### Power grid

The bar under the picture is 20 um long. Pins as bars on the die edge.
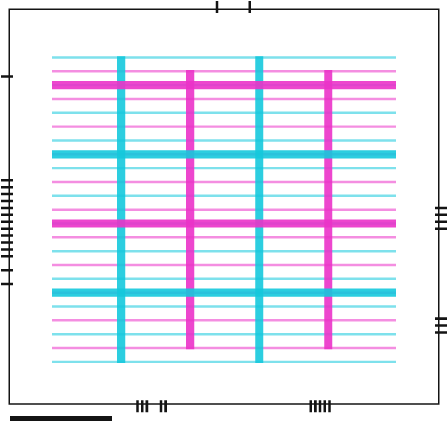
### Cells coloured by class

The bar under the picture is 20 um long.
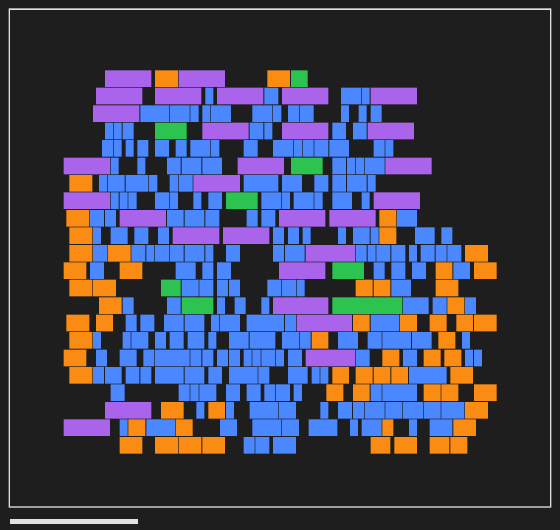
### Routed clock nets over the placement

The bar under the picture is 20 um long.
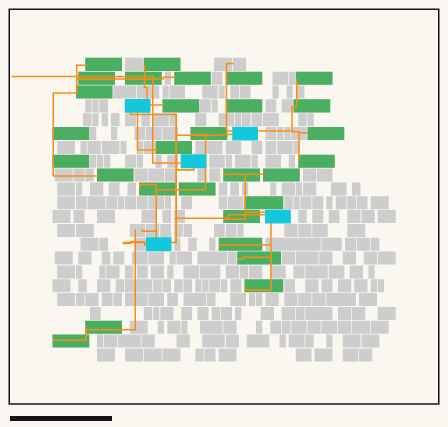
### Routed metal, one colour a layer

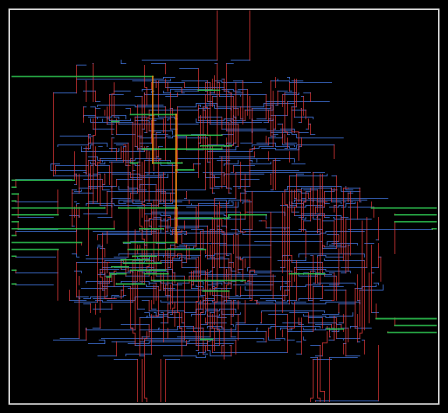
### Track usage over the die

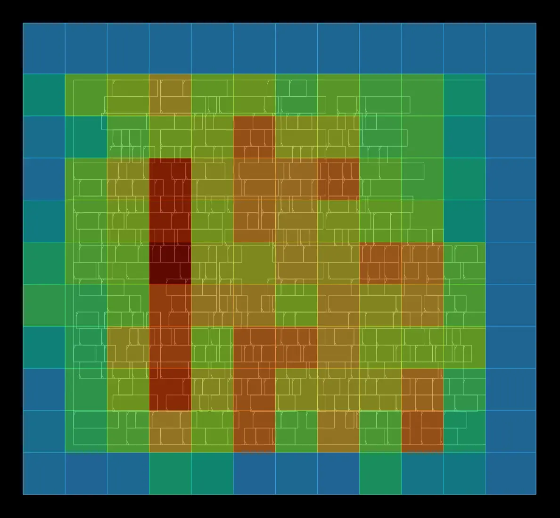
File: src/rtl/stopwatch_timebase.sv
// Counting datapath for the stopwatch: prescales clk into count ticks and counts
// up/down/holds a 0..MAX_COUNT value, with BCD digits and wrap/expiry status.
module stopwatch_timebase #(
    parameter int TICK_DIV  = 4,
    parameter int MAX_COUNT = 99
) (
    input  logic       clk,
    input  logic       r,
    input  logic [1:0] q,
    input  logic       rstn,
    input  logic       ld,
    input  logic [6:0] fnum,
    output logic [6:0] num,
    output logic [3:0] tens,
    output logic [3:0] ones,
    output logic       tick,
    output logic       wrap,
    output logic       done,
    output logic [2:0] state_o
);

    typedef enum logic [2:0] {
        IDLE     = 3'd0,
        RUN_UP   = 3'd1,
        RUN_DOWN = 3'd2,
        HOLD     = 3'd3,
        EXPIRED  = 3'd4
    } state_e;

    localparam logic [15:0] PS_LAST = 16'(TICK_DIV - 1);
    localparam logic [6:0]  MAX_V   = 7'(MAX_COUNT);

    state_e      state_q;
    logic [15:0] ps_q;
    logic [6:0]  num_q;
    logic        tick_q;
    logic        wrap_q;
    logic        done_q;

    // Mode code 2'b01 is illegal and folds into HOLD alongside 2'b11.
    function automatic state_e mode_state(input logic [1:0] m);
        case (m)
            2'b10:   return RUN_UP;
            2'b00:   return RUN_DOWN;
            default: return HOLD;
        endcase
    endfunction

    always_ff @(posedge clk) begin
        if (r) begin
            state_q <= IDLE;
            ps_q    <= '0;
            num_q   <= '0;
            tick_q  <= 1'b0;
            wrap_q  <= 1'b0;
            done_q  <= 1'b0;
        end else begin
            tick_q <= 1'b0;
            wrap_q <= 1'b0;
            if (rstn) begin
                state_q <= IDLE;
                ps_q    <= '0;
                num_q   <= '0;
                done_q  <= 1'b0;
            end else if (ld) begin
                state_q <= mode_state(q);
                ps_q    <= '0;
                num_q   <= (fnum > MAX_V) ? MAX_V : fnum;
                done_q  <= 1'b0;
            end else begin
                case (state_q)
                    RUN_UP, RUN_DOWN: begin
                        state_q <= mode_state(q);
                        if (ps_q == PS_LAST) begin
                            ps_q   <= '0;
                            tick_q <= 1'b1;
                            if (state_q == RUN_UP) begin
                                if (num_q >= MAX_V) begin
                                    num_q  <= '0;
                                    wrap_q <= 1'b1;
                                end else begin
                                    num_q <= num_q + 7'd1;
                                end
                            end else if (num_q <= 7'd1) begin
                                // Expiry overrides whatever mode the controller asked for.
                                num_q   <= '0;
                                done_q  <= 1'b1;
                                state_q <= EXPIRED;
                            end else begin
                                num_q <= num_q - 7'd1;
                            end
                        end else begin
                            ps_q <= ps_q + 16'd1;
                        end
                    end
                    EXPIRED: begin
                        if (q == 2'b10) begin
                            state_q <= RUN_UP;
                            done_q  <= 1'b0;
                        end
                    end
                    default: state_q <= mode_state(q);
                endcase
            end
        end
    end

    assign num     = num_q;
    assign tens    = 4'(num_q / 7'd10);
    assign ones    = 4'(num_q % 7'd10);
    assign tick    = tick_q;
    assign wrap    = wrap_q;
    assign done    = done_q;
    assign state_o = state_q;

endmodule
File: config.mk
export PLATFORM = sky130hd
export DESIGN_NAME = stopwatch_timebase
export DESIGN_NICKNAME = d
export VERILOG_FILES = /design/src/rtl/stopwatch_timebase.sv
export SDC_FILE = /design/constraint.sdc
export NUM_CORES = 1
export LEC_CHECK = 0
export CORE_ASPECT_RATIO = 0.9
export CORE_MARGIN = 8
export CORE_UTILIZATION = 50
export DETAILED_ROUTE_END_ITERATION = 10
export HOLD_SLACK_MARGIN = 0.03
export PLACE_DENSITY = 0.75
export REMOVE_ABC_BUFFERS = 1
export SLEW_MARGIN = 30
export SYNTH_ARGS = -nofsm -noshare
export SYNTH_HDL_FRONTEND = slang
export SYNTH_SLANG_ARGS = --single-unit
File: constraint.sdc
create_clock -name clk -period 3.2 [get_ports clk]
set_input_delay 0.96 -clock clk [delete_from_list [all_inputs] [get_ports clk]]
set_output_delay 0.96 -clock clk [all_outputs]
set_load 0.01 [all_outputs]
==> notes.md <==
Notes on the flow run.

- The area fraction in compound gates after synthesis is 21.3%, for reference.
- The TritonCTS buffer count is 5, for reference.
- The routed metal-1 wire length is roughly 2600 um, for reference.
- The number of global-route vias before repair is between 1500 and 2000.
- CTS saw 29 sinks.
- The number of tapcells is around 48, for reference.
- The number of sequential cells is 29, for reference.
- By area the synthesized netlist is led by sky130_fd_sc_hd__dfxtp_1 (28%), sky130_fd_sc_hd__nor2_1 (6.1%), sky130_fd_sc_hd__xor2_1 (4.6%).
- The share of total power consumed by net switching is approximately 27%, for reference.
- The worst path meets setup with around 64 ps of slack.
- At the worst endpoint, the required time is 2240 ps.
- The startpoint of the lowest-slack hold path is ps_q[1], for reference.
- The non-clock buffer area fraction after layout is between 15 and 20%, for reference.
- The worst hold path was traced through 2 stages.
- The run finished with clean final reports.
- The final layout net count is 343, for reference.
- Compared with the post-synthesis result, the final layout area differs by 31.0%.
- The register with the highest flop count is ps_q, for reference.
- The adder and majority gate portion of the synthesized area is between 4 and 5%, for reference.
- Per the post-place timing report, worst setup slack is -144 ps.
- From left edge to right edge, the die measures 84.1 um.
- The H-tree depth is 2, for reference.
- According to the dpl log, the detail-placed design has an HPWL of roughly 4000 um.
- In this run the full chip footprint comes out at 6510 um^2.
- During synthesis, Yosys emitted a total of 0 warnings.
- The number of antenna diodes is 0, for reference.
- The detail route stage leaves a number of antenna-violating nets equal to 0.
- The share of total power in sequential cells is 38.7%, for reference.
- The number of signal-net inverters in the final layout is 6, for reference.
- The total buffers and inverters traversed by the critical path is 2, for reference.
- The endpoint of the worst hold path is reported as ps_q[1].
- The tally of unique sky130hd cells used after synthesis is slightly below 60, for reference.
- The wire length on met2 is 2380 um, for reference.
- The power attributed to combinational cells is around 0.00020 W, for reference.
- The combinational share of power is 21.0%, for reference.
- The placement summary gives the final routability congestion estimate as between 0.8 and 0.9.
- The number of cells in the design after placement is about 360, for reference.
- In the power breakdown, the internal column shows roughly 0.0007 W.
- In this design, the largest share of critical-path delay is due to AND-OR/OR-AND gates.
- The depth of the worst register-to-register path is 6, for reference.
- The final max-slew violation count recorded for this run is 0.
- The number of hold violations in the final report is 0, for reference.
- Each instance of the synthesized netlist takes up on average around 7.6 um^2.
- The analysis reports a worst IR drop on VDD of 208 uV.
- Per the OpenROAD power report, switching power amounts to around 0.00026 W.
- The layout stage reports a final design area of between 2000 and 3000 um^2.
- Per the OpenROAD floorplan log, the height of the die is 77.3 um.
- The number of buffer cells added on primary ports is 33, for reference.
- Multiplexer cells account for less than 1% of the synthesized area.
- The endpoint type of the worst setup path is an output port, for reference.
- The critical path depth is 9, for reference.
- The final core utilization is slightly below 70%, for reference.
- Summing every instance area after synthesis gives roughly 2100 um^2.
- Clock tree synthesis selected as its root buffer the cell sky130_fd_sc_hd__clkbuf_8.
- The area inside the core boundary is 4050 um^2, for reference.
- The met3 demand-to-capacity share in global routing is under 10%, for reference.
- Among logic cells in the layout, the one with the most instances is sky130_fd_sc_hd__nor2_1.
- The highest layer touched by signal routing is met4.
## Picture notes: 'Power grid'
- VDD: magenta
- VSS: cyan
- met1 rails: 23
- met5 straps: 4
- signal pins: 34
- rows: 22
- met4 straps: 4

## Picture notes: 'Cells coloured by class'
- remaining buffers and delay cells: orange (cells 61; share of their area 20%)
- remaining logic cells: blue (cells 226; share of their area 54%)
- sequential cells: purple (cells 29; share of their area 22%)
- clock drivers and dummy loads: green (cells 8; share of their area 4.3%)

## Picture notes: 'Routed clock nets over the placement'
- flip-flops: green (count 29)
- clock-net drivers: cyan (count 5)
- clock wires: orange (length 421 um)
- routed clock nets: 6

## Picture notes: 'Routed metal, one colour a layer'
- M1: blue (wire length 2620 um)
- M4: orange (wire length 42.2 um)
- M2: red (wire length 2380 um)
- M3: green (wire length 368 um)

## Picture notes: 'Track usage over the die'
mean routed wirelength per cell: 14.5 um
grt met1 use: 21.4%
global-route total usage across every layer: 16.1%
busiest layer in global routing: met2
GRT met2 Usage: 24.9%

-- cells in the mapped netlist (all sizes together), types with 2 or more instances --
master	n
a211oi	4
a21o	3
a21oi	18
a221oi	3
a311oi	3
a31oi	2
a32oi	2
and2	3
and3	2
and4	3
buf	14
clkbuf	5
dfxtp	29
ha	7
inv	6
nand2	23
nand2b	10
nand3	7
nand4	11
nor2	35
nor2b	5
nor3	10
nor4	4
o211ai	4
o21a	2
o21ai	9
o21bai	2
o22ai	3
or2	3
or3	8
or3b	2
xnor2	5
xor2	11
-- worst register-to-register path, delay by kind of cell, from the launching register on --
family	cells	cell delay [ps]
AND/OR/NAND/NOR	5	1600
flip-flops	1	370
adder cells (fa/ha/maj)	1	220
-- timing repair --
item,4_1_cts,5_1_grt
gates cloned,0,0
setup endpoints to repair,4,3
setup buffers,0,0
resized,9,10
Power figures rest on the tool's default switching activity, not on a simulated workload.
